==> src/rtl/apb_slave_mem.sv <==
`default_nettype none
// ============================================================================
// Module   : apb_slave_mem
// Purpose  : APB completer fronting a word-addressed memory. Every transfer
//            takes a fixed number of access-phase wait states. Addresses
//            outside [BASE_ADDR, BASE_ADDR+DEPTH) complete with PSLVERR=1
//            and never touch memory.
// Ports    : i_PCLK      - bus clock, rising edge
//            i_PRESETn   - asynchronous active-low reset
//            i_PADDR     - transfer address (sampled in the setup phase only)
//            i_PSEL      - slave select
//            i_PENABLE   - access-phase indicator
//            i_PWRITE    - 1 = write, 0 = read (sampled in setup only)
//            i_PWDATA    - write data (sampled in setup only)
//            o_PREADY    - registered completion, high for one cycle
//            o_PRDATA    - registered read data, valid while o_PREADY=1
//            o_PSLVERR   - registered error, valid while o_PREADY=1
// Config   : APB_SLAVE_MEM_WAIT_EN - when defined, WAIT_CYCLES wait states
//            are inserted. When undefined, the wait counter is removed and
//            every transfer is zero-wait.
// Revision : 1.0 - initial release
// ============================================================================
module apb_slave_mem #(
    parameter int DATA_WIDTH  = 16,
    parameter int ADDR_WIDTH  = 16,
    parameter int DEPTH       = 256,
    parameter int BASE_ADDR   = 0,
    parameter int WAIT_CYCLES = 2
) (
    input  logic                  i_PCLK,
    input  logic                  i_PRESETn,
    input  logic [ADDR_WIDTH-1:0] i_PADDR,
    input  logic                  i_PSEL,
    input  logic                  i_PENABLE,
    input  logic                  i_PWRITE,
    input  logic [DATA_WIDTH-1:0] i_PWDATA,
    output logic                  o_PREADY,
    output logic [DATA_WIDTH-1:0] o_PRDATA,
    output logic                  o_PSLVERR
);

    localparam int c_IDX_W = (DEPTH > 1) ? $clog2(DEPTH) : 1;

    // Range checks are done one bit wider than the address so that
    // PADDR - BASE_ADDR cannot wrap around.
    localparam logic [ADDR_WIDTH:0] c_BASE_EXT  = (ADDR_WIDTH+1)'(BASE_ADDR);
    localparam logic [ADDR_WIDTH:0] c_DEPTH_EXT = (ADDR_WIDTH+1)'(DEPTH);

`ifdef APB_SLAVE_MEM_WAIT_EN
    localparam logic [3:0] c_WAIT_EFF = 4'(WAIT_CYCLES);
`else
    // The parameter is accepted but has no effect in this build.
    localparam logic [3:0] c_WAIT_EFF = 4'(WAIT_CYCLES) & 4'h0;
`endif

    typedef enum logic [1:0] {
        ST_IDLE   = 2'd0,
        ST_ACCESS = 2'd1,
        ST_DONE   = 2'd2
    } state_t;

    state_t                  r_state_q,   w_state_d;
    logic                    r_write_q,   w_write_d;
    logic                    r_err_q,     w_err_d;
    logic [c_IDX_W-1:0]      r_idx_q,     w_idx_d;
    logic [DATA_WIDTH-1:0]   r_wdata_q,   w_wdata_d;
    logic                    r_pready_q,  w_pready_d;
    logic                    r_pslverr_q, w_pslverr_d;
    logic [DATA_WIDTH-1:0]   r_prdata_q,  w_prdata_d;
`ifdef APB_SLAVE_MEM_WAIT_EN
    logic [3:0]              r_cnt_q,     w_cnt_d;
`endif

    logic [DATA_WIDTH-1:0]   r_mem [DEPTH];

    logic                    w_setup;
    logic [ADDR_WIDTH:0]     w_diff;
    logic                    w_err_new;
    logic [c_IDX_W-1:0]      w_idx_new;
    logic                    w_capture;
    logic                    w_complete;
    logic                    w_from_new;
    logic                    w_mem_we;
    logic                    w_sel_write;
    logic                    w_sel_err;
    logic [c_IDX_W-1:0]      w_sel_idx;
    logic [DATA_WIDTH-1:0]   w_rd_word;

    assign w_setup   = i_PSEL && !i_PENABLE;
    assign w_diff    = {1'b0, i_PADDR} - c_BASE_EXT;
    assign w_err_new = ({1'b0, i_PADDR} < c_BASE_EXT) || (w_diff >= c_DEPTH_EXT);
    assign w_idx_new = w_diff[c_IDX_W-1:0];

    always_comb begin
        w_state_d   = r_state_q;
        w_write_d   = r_write_q;
        w_err_d     = r_err_q;
        w_idx_d     = r_idx_q;
        w_wdata_d   = r_wdata_q;
        w_pready_d  = 1'b0;
        w_pslverr_d = 1'b0;
        w_prdata_d  = '0;
        w_capture   = 1'b0;
        w_complete  = 1'b0;
        w_from_new  = 1'b0;
        w_mem_we    = 1'b0;
        w_sel_write = r_write_q;
        w_sel_err   = r_err_q;
        w_sel_idx   = r_idx_q;
        w_rd_word   = '0;
`ifdef APB_SLAVE_MEM_WAIT_EN
        w_cnt_d     = r_cnt_q;
`endif

        case (r_state_q)
            ST_IDLE: begin
                if (w_setup) begin
                    w_capture = 1'b1;
                end
            end
            ST_ACCESS: begin
                if (!(i_PSEL && i_PENABLE)) begin
                    w_state_d = ST_IDLE;
`ifdef APB_SLAVE_MEM_WAIT_EN
                    w_cnt_d   = 4'd0;
`endif
                end else begin
`ifdef APB_SLAVE_MEM_WAIT_EN
                    // The counter was loaded with the wait count at setup;
                    // completing when it reaches 1 places PREADY in
                    // access cycle 1+WAIT_CYCLES.
                    if (r_cnt_q <= 4'd1) begin
                        w_complete = 1'b1;
                        w_state_d  = ST_DONE;
                        w_cnt_d    = 4'd0;
                    end else begin
                        w_cnt_d    = r_cnt_q - 4'd1;
                    end
`else
                    w_complete = 1'b1;
                    w_state_d  = ST_DONE;
`endif
                end
            end
            ST_DONE: begin
                if (!i_PSEL) begin
                    // Abort: the pending write is dropped.
                    w_state_d = ST_IDLE;
                end else begin
                    w_mem_we = r_write_q && !r_err_q;
                    if (w_setup) begin
                        w_capture = 1'b1;
                    end else begin
                        w_state_d = ST_IDLE;
                    end
                end
            end
            default: begin
                w_state_d = ST_IDLE;
            end
        endcase

        if (w_capture) begin
            w_write_d = i_PWRITE;
            w_err_d   = w_err_new;
            w_idx_d   = w_idx_new;
            w_wdata_d = i_PWDATA;
            if (c_WAIT_EFF == 4'd0) begin
                // Zero-wait: PREADY must already be high in the first
                // access cycle, so complete straight from setup.
                w_complete = 1'b1;
                w_from_new = 1'b1;
                w_state_d  = ST_DONE;
            end else begin
`ifdef APB_SLAVE_MEM_WAIT_EN
                w_cnt_d    = c_WAIT_EFF;
`endif
                w_state_d  = ST_ACCESS;
            end
        end

        if (w_from_new) begin
            w_sel_write = i_PWRITE;
            w_sel_err   = w_err_new;
            w_sel_idx   = w_idx_new;
        end

        // A write committing on this same edge must be visible to a read
        // completing on it (back-to-back read-after-write, zero-wait).
        w_rd_word = r_mem[w_sel_idx];
        if (w_mem_we && (r_idx_q == w_sel_idx)) begin
            w_rd_word = r_wdata_q;
        end

        if (w_complete) begin
            w_pready_d  = 1'b1;
            w_pslverr_d = w_sel_err;
            if (!w_sel_write && !w_sel_err) begin
                w_prdata_d = w_rd_word;
            end
        end
    end

    always_ff @(posedge i_PCLK or negedge i_PRESETn) begin
        if (!i_PRESETn) begin
            r_state_q   <= ST_IDLE;
            r_write_q   <= 1'b0;
            r_err_q     <= 1'b0;
            r_idx_q     <= '0;
            r_wdata_q   <= '0;
            r_pready_q  <= 1'b0;
            r_pslverr_q <= 1'b0;
            r_prdata_q  <= '0;
`ifdef APB_SLAVE_MEM_WAIT_EN
            r_cnt_q     <= 4'd0;
`endif
        end else begin
            r_state_q   <= w_state_d;
            r_write_q   <= w_write_d;
            r_err_q     <= w_err_d;
            r_idx_q     <= w_idx_d;
            r_wdata_q   <= w_wdata_d;
            r_pready_q  <= w_pready_d;
            r_pslverr_q <= w_pslverr_d;
            r_prdata_q  <= w_prdata_d;
`ifdef APB_SLAVE_MEM_WAIT_EN
            r_cnt_q     <= w_cnt_d;
`endif
        end
    end

    // Memory contents are intentionally not reset.
    always_ff @(posedge i_PCLK) begin
        if (w_mem_we) begin
            r_mem[r_idx_q] <= r_wdata_q;
        end
    end

    assign o_PREADY  = r_pready_q;
    assign o_PRDATA  = r_prdata_q;
    assign o_PSLVERR = r_pslverr_q;

endmodule
`default_nettype wire

==> config.mk <==
export PLATFORM = sky130hd
export DESIGN_NAME = apb_slave_mem
export DESIGN_NICKNAME = d
export VERILOG_FILES = /design/src/rtl/apb_slave_mem.sv
export SDC_FILE = /design/constraint.sdc
export NUM_CORES = 2
export LEC_CHECK = 0
export CORE_MARGIN = 2
export CORE_UTILIZATION = 63
export CTS_CLUSTER_SIZE = 25
export DETAILED_ROUTE_END_ITERATION = 10
export HOLD_SLACK_MARGIN = 0.02
export PLACE_DENSITY_LB_ADDON = 0.12
export SLEW_MARGIN = 10
export SYNTH_ARGS = -nofsm -noshare
export SYNTH_HDL_FRONTEND = slang
export SYNTH_SLANG_ARGS = --single-unit
==> constraint.sdc <==
create_clock -name i_PCLK -period 6.3 [get_ports i_PCLK]
set_clock_uncertainty 0.2 [all_clocks]
set_input_delay 1.26 -clock i_PCLK [delete_from_list [all_inputs] [get_ports i_PCLK]]
set_output_delay 1.26 -clock i_PCLK [all_outputs]
set_load 0.02 [all_outputs]
### Track usage over the die

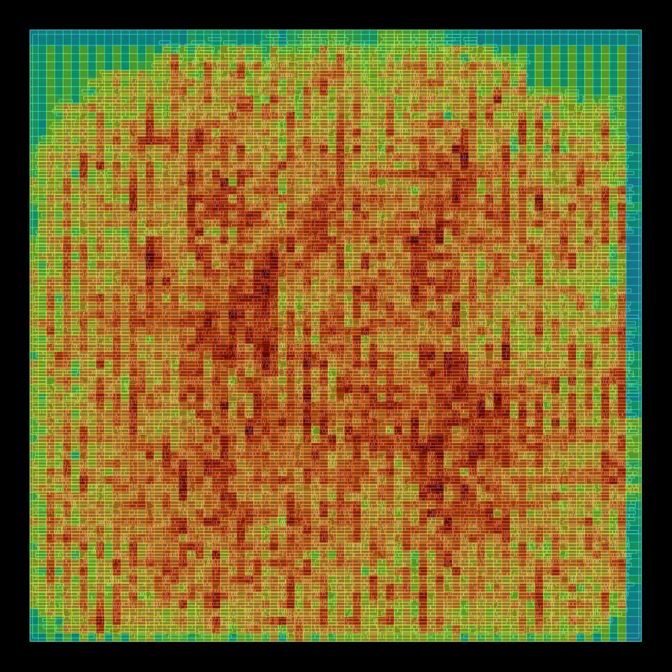
gr busiest metal: met2
Final Util: 71.88%
Routed wire per std cell: 32.68 um
met1 usage: 51.96%
met3 usage: 9.355%

### Clock wires, drivers and flops

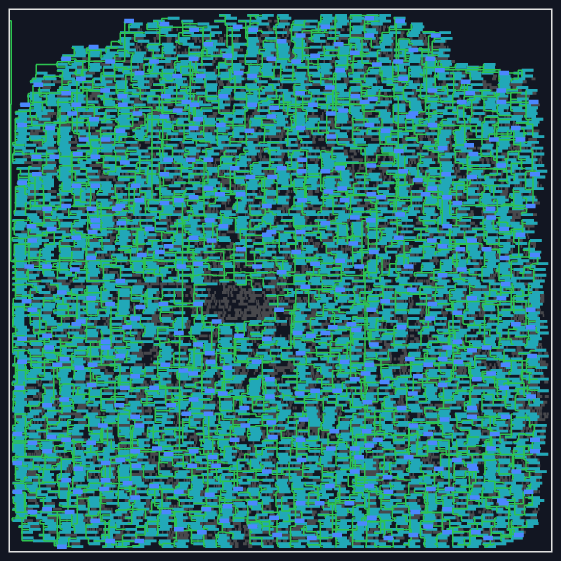
legend:
  cyan:
    item: flip-flops
    count: 4141
  blue:
    item: cells driving clock nets
    count: 415
  green:
    item: clock wires
    length: 42.6 mm
flops lie: widely spread
routed clock nets: 416

### Met3 routing

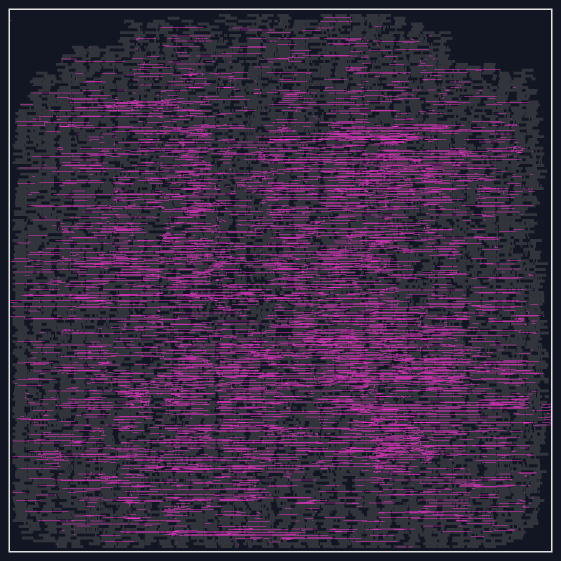
wire length on this layer: 65.3 mm
longest straight run: 225 um

==> flow_metrics.py <==
# Generated from Yosys and OpenROAD reports
metrics = {
    "sta": {
        "grt_setup_unrepaired": "false",
        "period_minus_slack_ps": 5989,
        "setup_viol": 0,
        "tightest_slew_ps": 1415,
        "hold_ws_ps": 207.7,
        "hold_viol_final": 0,
    },
    "synthesis": {
        "synth.distinct_cells": 72,
        "fp_nets": 10500,
        "synthTopCellsByArea": "edfxtp_1 76%, nand2_1 6.0%, mux4_2 4.3%",
        "yosys_cells": 10460,
        "yosysWarnings": 0,
    },
    "run_status": {
        "run_status": "finished clean",
    },
    "setup_path": {
        "start_kind": "primary input",
        "required_ps": 7050,
        "crit_path_end_kind": "flip-flop",
        "timing.rr.start": "r_idx_q[0]",
    },
    "placed_design": {
        "gp_congestion": 0.9463,
    },
    "floorplan": {
        "io_pins": 55,
    },
    "clock_tree": {
        "cts_hold_buf": 0,
        "numClockSinks": 4141,
    },
    "detailed_routing": {
        "drc": 0,
    },
    "final_layout": {
        "comb_area_um2": 34020,
        "dominant_cells": "sequential cells",
        "n_all_inverters": 25,
        "flops": 4141,
    },
}
registers in the layout (all words and copies together) (netlist names):
signal and flops:
r_err_q 1, r_wdata_q 16, o_PSLVERR 1, r_write_q 1
r_mem 4096, o_PREADY 1, r_state_q 1, o_PRDATA 16
r_idx_q 8
placed cells by master, fill, tap and decap left out, types with 176 or more instances in the layout:
| cell | count |
|---|---|
| nand4_1 | 178 |
| nor2_1 | 254 |
| a31oi_1 | 281 |
| mux4_2 | 304 |
| edfxtp_1 | 4096 |
| clkbuf_16 | 419 |
| mux2i_1 | 244 |
| a32oi_1 | 176 |
| nand3_1 | 935 |
| nand2_1 | 2571 |
| buf_4 | 622 |
logic make-up after synthesis:
group | after synthesis | share of synthesized area (%)
buffers and inverters | 687 | 2.029
multiplexers | 555 | 5.825
XOR/XNOR | 8 | 0.04351
AND-OR/OR-AND | 957 | 4.216
AND/OR/NAND/NOR | 4115 | 10.80
flip-flops | 4141 | 77.08
through the flow:
step                total power [mW]  setup TNS (ps)  cells  setup slack, ps
finish                         62.79               0  14690            311.1
global route                   64.16               0  14680            339.2
CTS                            62.67               0  14680            474.7
detailed placement             39.11           -1966  13930           -566.9
global placement               38.98           -2609  13930           -505.8
floorplan                      35.79               0  10460            995.7
critical path: stages:
cell             delay (ps)
clkdlybuf4s50_1         820
and3b_1                 450
a21oi_4                 130
inv_16                  480
buf_4                   370
buf_4                   360
nand2_1                 100
a32oi_1                 200
o21ai_0                 150
a22oi_1                 540
nand4_1                 360
o21ai_0                1180
o31a_1                  290
report_power, final:
group          internal [mW]  switching [mW]  total (mW)
clock                   13.9            10.1        24.0
combinational           2.10            5.41        7.51
sequential              31.0           0.272        31.3
layer usage:
layer,GRT usage [%],share of wire (%)
met5,0,0.043
met1,51.96,36
met2,54.48,45
met3,9.355,14
met4,18.38,5.7
No activity file was given, so power comes from the tool's default toggle rates.
